File: src/rtl/dcache_refill_engine.sv
// dcache_refill_engine
// Services read-miss and write-miss repair requests from the L1 data-cache
// controller. It issues one block-aligned read to the next memory level,
// assembles the returned beats into a line buffer, and hands the whole block
// back with a full byte mask and a one-cycle repair_resolved pulse. The core
// is stalled for the whole repair window.
//
// Ports
//   clk, rst                 clock (rising edge), async active-low reset
//   read_repair_request      read miss, address on missed_addr
//   write_miss_repair        write miss, address on write_miss_addr
//   repair_resolved          one-cycle pulse, fill_* valid in the same cycle
//   fill_addr/data/mask      returned block (address is block-aligned)
//   core_stall               high while a repair is in flight
//   mem_req_*                block read request to memory (valid/ready)
//   mem_resp_*               response beats, lowest beat first
//   protocol_err             sticky, a beat arrived outside FILL
//
// state   | meaning
// --------+-----------------------------------------------------------
// IDLE    | waiting for a miss; read wins over write
// REQ     | memory request presented, waiting for ready
// FILL    | collecting NBEATS beats into the line buffer
// RESOLVE | one-cycle handback of the block to the controller
module dcache_refill_engine #(
  parameter int ADDR_W      = 32,
  parameter int BLOCK_BITS  = 1024,
  parameter int BEAT_BITS   = 128,
  parameter int OFFSET_BITS = 7
) (
  input  logic                    clk,
  input  logic                    rst,
  input  logic                    read_repair_request,
  input  logic                    write_miss_repair,
  input  logic [ADDR_W-1:0]       missed_addr,
  input  logic [ADDR_W-1:0]       write_miss_addr,
  output logic                    repair_resolved,
  output logic [ADDR_W-1:0]       fill_addr,
  output logic [BLOCK_BITS-1:0]   fill_data,
  output logic [BLOCK_BITS/8-1:0] fill_mask,
  output logic                    core_stall,
  output logic                    mem_req_valid,
  input  logic                    mem_req_ready,
  output logic [ADDR_W-1:0]       mem_req_addr,
  input  logic                    mem_resp_valid,
  input  logic [BEAT_BITS-1:0]    mem_resp_data,
  output logic                    protocol_err
);

  localparam int NBEATS = BLOCK_BITS / BEAT_BITS;
  localparam int CNT_W  = (NBEATS > 1) ? $clog2(NBEATS) : 1;
  localparam logic [CNT_W-1:0]  LAST_CNT   = CNT_W'(NBEATS - 1);
  localparam logic [ADDR_W-1:0] ALIGN_MASK = {{(ADDR_W-OFFSET_BITS){1'b1}}, {OFFSET_BITS{1'b0}}};

  typedef enum logic [1:0] {
    S_IDLE    = 2'd0,
    S_REQ     = 2'd1,
    S_FILL    = 2'd2,
    S_RESOLVE = 2'd3
  } state_t;

  state_t                  state_q, state_d;
  logic [ADDR_W-1:0]       addr_q, addr_d;
  logic [CNT_W-1:0]        cnt_q, cnt_d;
  logic [BLOCK_BITS-1:0]   line_q, line_d;
  // Separate output copy so fill_data keeps the last block while the
  // line buffer is being overwritten by the next repair.
  logic [BLOCK_BITS-1:0]   fill_data_q, fill_data_d;
  logic [ADDR_W-1:0]       fill_addr_q, fill_addr_d;
  logic                    err_q, err_d;

  always_ff @(posedge clk or negedge rst) begin
    if (!rst) begin
      state_q     <= S_IDLE;
      addr_q      <= '0;
      cnt_q       <= '0;
      line_q      <= '0;
      fill_data_q <= '0;
      fill_addr_q <= '0;
      err_q       <= 1'b0;
    end else begin
      state_q     <= state_d;
      addr_q      <= addr_d;
      cnt_q       <= cnt_d;
      line_q      <= line_d;
      fill_data_q <= fill_data_d;
      fill_addr_q <= fill_addr_d;
      err_q       <= err_d;
    end
  end

  always_comb begin
    state_d     = state_q;
    addr_d      = addr_q;
    cnt_d       = cnt_q;
    line_d      = line_q;
    fill_data_d = fill_data_q;
    fill_addr_d = fill_addr_q;
    // Beats outside FILL are dropped; only the error flag records them.
    err_d       = err_q | (mem_resp_valid && (state_q != S_FILL));

    case (state_q)
      S_IDLE: begin
        if (read_repair_request) begin
          addr_d  = missed_addr & ALIGN_MASK;
          state_d = S_REQ;
        end else if (write_miss_repair) begin
          addr_d  = write_miss_addr & ALIGN_MASK;
          state_d = S_REQ;
        end
      end
      S_REQ: begin
        if (mem_req_ready) begin
          cnt_d   = '0;
          state_d = S_FILL;
        end
      end
      S_FILL: begin
        if (mem_resp_valid) begin
          line_d[int'(cnt_q)*BEAT_BITS +: BEAT_BITS] = mem_resp_data;
          cnt_d = cnt_q + CNT_W'(1);
          if (cnt_q == LAST_CNT) begin
            // line_d already includes the final beat here.
            fill_data_d = line_d;
            fill_addr_d = addr_q;
            state_d     = S_RESOLVE;
          end
        end
      end
      S_RESOLVE: state_d = S_IDLE;
      default:   state_d = S_IDLE;
    endcase
  end

  assign repair_resolved = (state_q == S_RESOLVE);
  assign fill_mask       = (state_q == S_RESOLVE) ? '1 : '0;
  assign fill_data       = fill_data_q;
  assign fill_addr       = fill_addr_q;
  assign core_stall      = (state_q != S_IDLE);
  assign mem_req_valid   = (state_q == S_REQ);
  assign mem_req_addr    = addr_q;
  assign protocol_err    = err_q;

endmodule
File: config.mk
export PLATFORM = sky130hd
export DESIGN_NAME = dcache_refill_engine
export DESIGN_NICKNAME = d
export VERILOG_FILES = /design/src/rtl/dcache_refill_engine.sv
export SDC_FILE = /design/constraint.sdc
export NUM_CORES = 2
export LEC_CHECK = 0
export CORE_AREA = 2 2 557 559
export CTS_BUF_LIST = sky130_fd_sc_hd__clkbuf_4 sky130_fd_sc_hd__clkbuf_8
export DETAILED_ROUTE_END_ITERATION = 10
export DIE_AREA = 0 0 559 561
export GPL_TIMING_DRIVEN = 0
export SYNTH_ARGS = -nofsm -noshare
export SYNTH_HDL_FRONTEND = slang
export SYNTH_SLANG_ARGS = --single-unit
File: constraint.sdc
create_clock -name clk -period 10.1 [get_ports clk]
set_input_delay 2.02 -clock clk [delete_from_list [all_inputs] [get_ports clk]]
set_output_delay 2.02 -clock clk [all_outputs]
set_load 0.05 [all_outputs]
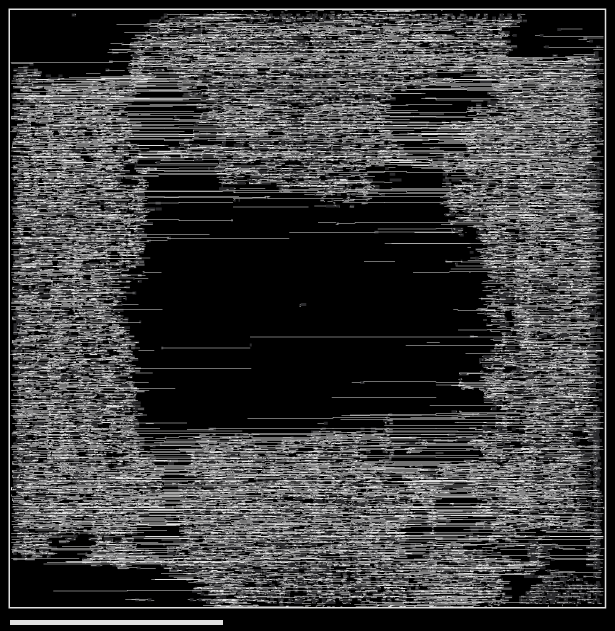
**Above:** the metal 1 layer.
Scale bar: 200 um.
The layer carries 172 mm of wire. The longest straight run is 257 um. 10,395 nets have wire on it.
total via count after detailed routing: 79,700
Routed Wire Length: 438,000 um
GR Layer Usage met1: 0.335

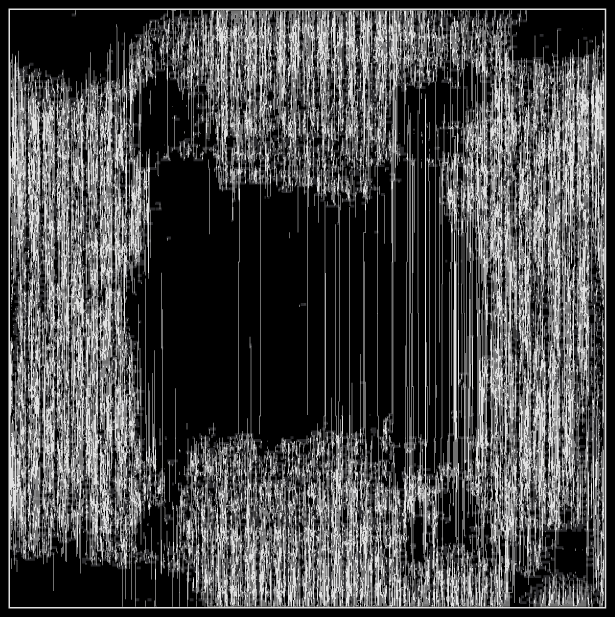
**Above:** signal wires on met2.
The longest straight run is 424 um. The wires run mostly vertical. 9,234 nets have wire on it.
met2 Track Usage GR: 0.424

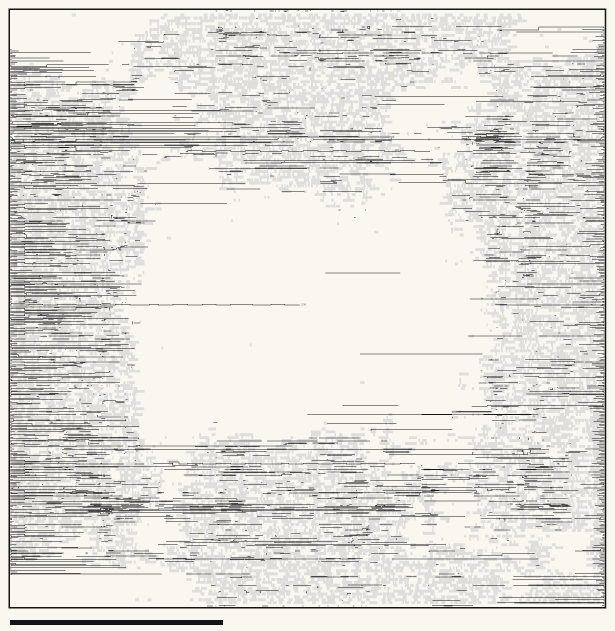
**Above:** met3 routing.
Scale bar: 200 um.
The layer holds 10% of the routed length. The longest straight run is 457 um. The wires run mostly horizontal. The layer carries 44.8 mm of wire.
met3 GRT Util: 0.0880

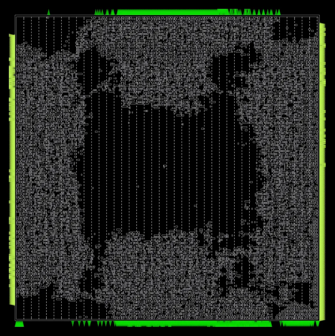
**Above:** cell outlines without signal wires.
number of placement rows: 204
number of standard cells in the layout, taps in and fillers out: 15,500

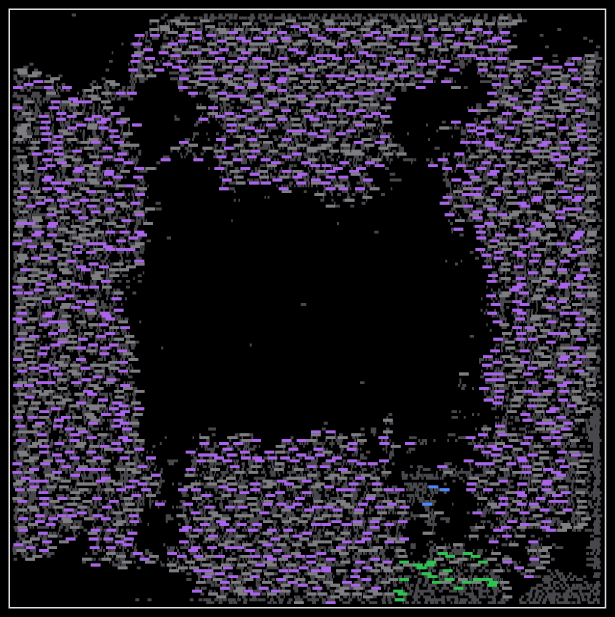
**Above:** where the registers sit.
Other sequential cells in the stronger gray, the rest of the logic in the fainter gray.
Green is mem_req_addr, placed flops 25, where bottom right. Purple is line_q, placed flops 1,024, where spread over the die. Blue is cnt_q, placed flops 3.
Another 1,052 sequential cells are not colored.
Reg area: 52,700 um2
register share of the cell area: 0.446
Sequential Power: 9.35 mW

==> notes.md <==
Here are the numbers from the latest Yosys + OpenROAD run.

The number of pins exceeding their max-slew limit in the final report is between 40 and 50. The register area share after synthesis came out at 0.586. The latest clock arrival within the worst-skew pair is 1.13 ns. The die boundary height is 561 um. The sequential cell count of the final layout is 2,104. The multiplexer share of the synthesized area came out at 0.0633. The final clock period utilization by the worst path is 0.559. The multi-input gate share of the layout cell area is 0.276. Summing every instance area after synthesis gives 89,800 um2. The synthesized design contains 0 enable-type register cells. For reference, the final report shows the hold violation count at 0.

The cell type that accounts for the most area after synthesis is sky130_fd_sc_hd__dfrtp_1. The post-layout worst setup margin came out at around 4.5 ns. The first-iteration detailed-routing DRC count is 7,409. Hold analysis lists the worst path endpoint as fill_data[977]. The run finished, with violations left.

The reported max-cap violation count came out at 2. After clock tree synthesis, the clock-pin slew on the worst setup and hold paths is ~0.060 ns. Summing internal, switching and leakage power gives 24.2 mW. In this run the top signal layer used is met5.

The total met3 wirelength after detailed routing came out at 44,800 um. The worst-case setup slack after placement is 3.89 ns. In this build the clock could be raised as far as around 180 MHz. The area of all placed cells without fillers came out at 118,000 um2. The HPWL after detailed placement is about 330,000 um. The count of H-tree levels built during CTS is 5. The checks that failed: max-capacitance violations, max-slew violations. The total number of warnings across the stage logs is about 120.
worst max-delay path, delay by kind of cell, from the launching register on:
kind,cells,cell delay [ns]
buffers and inverters,6,3.21
adder cells (fa/ha/maj),2,0.74
AND/OR/NAND/NOR,1,0.55
flip-flops,1,0.47
AND-OR/OR-AND,2,0.42
where the power goes:
part	switching [mW]	total, mW	internal, mW
sequential	0.325	9.35	9.03
combinational	4.02	6.09	2.08
clock	3.96	8.78	4.82
total	8.30	24.2	15.9
worst max-delay path by stage:
stage                      to  startpoint  cells after the start
2_1_floorplan    fill_mask[0]  state_q[0]                      2
3_5_place_dp   fill_data[380]         rst                      6
6_report          line_q[465]    cnt_q[0]                     11
3_3_place_gp   fill_data[890]         rst                      1
4_1_cts           line_q[465]    cnt_q[0]                     11
5_1_grt           line_q[471]    cnt_q[0]                     11
Power is estimated from default activity; no workload was simulated.
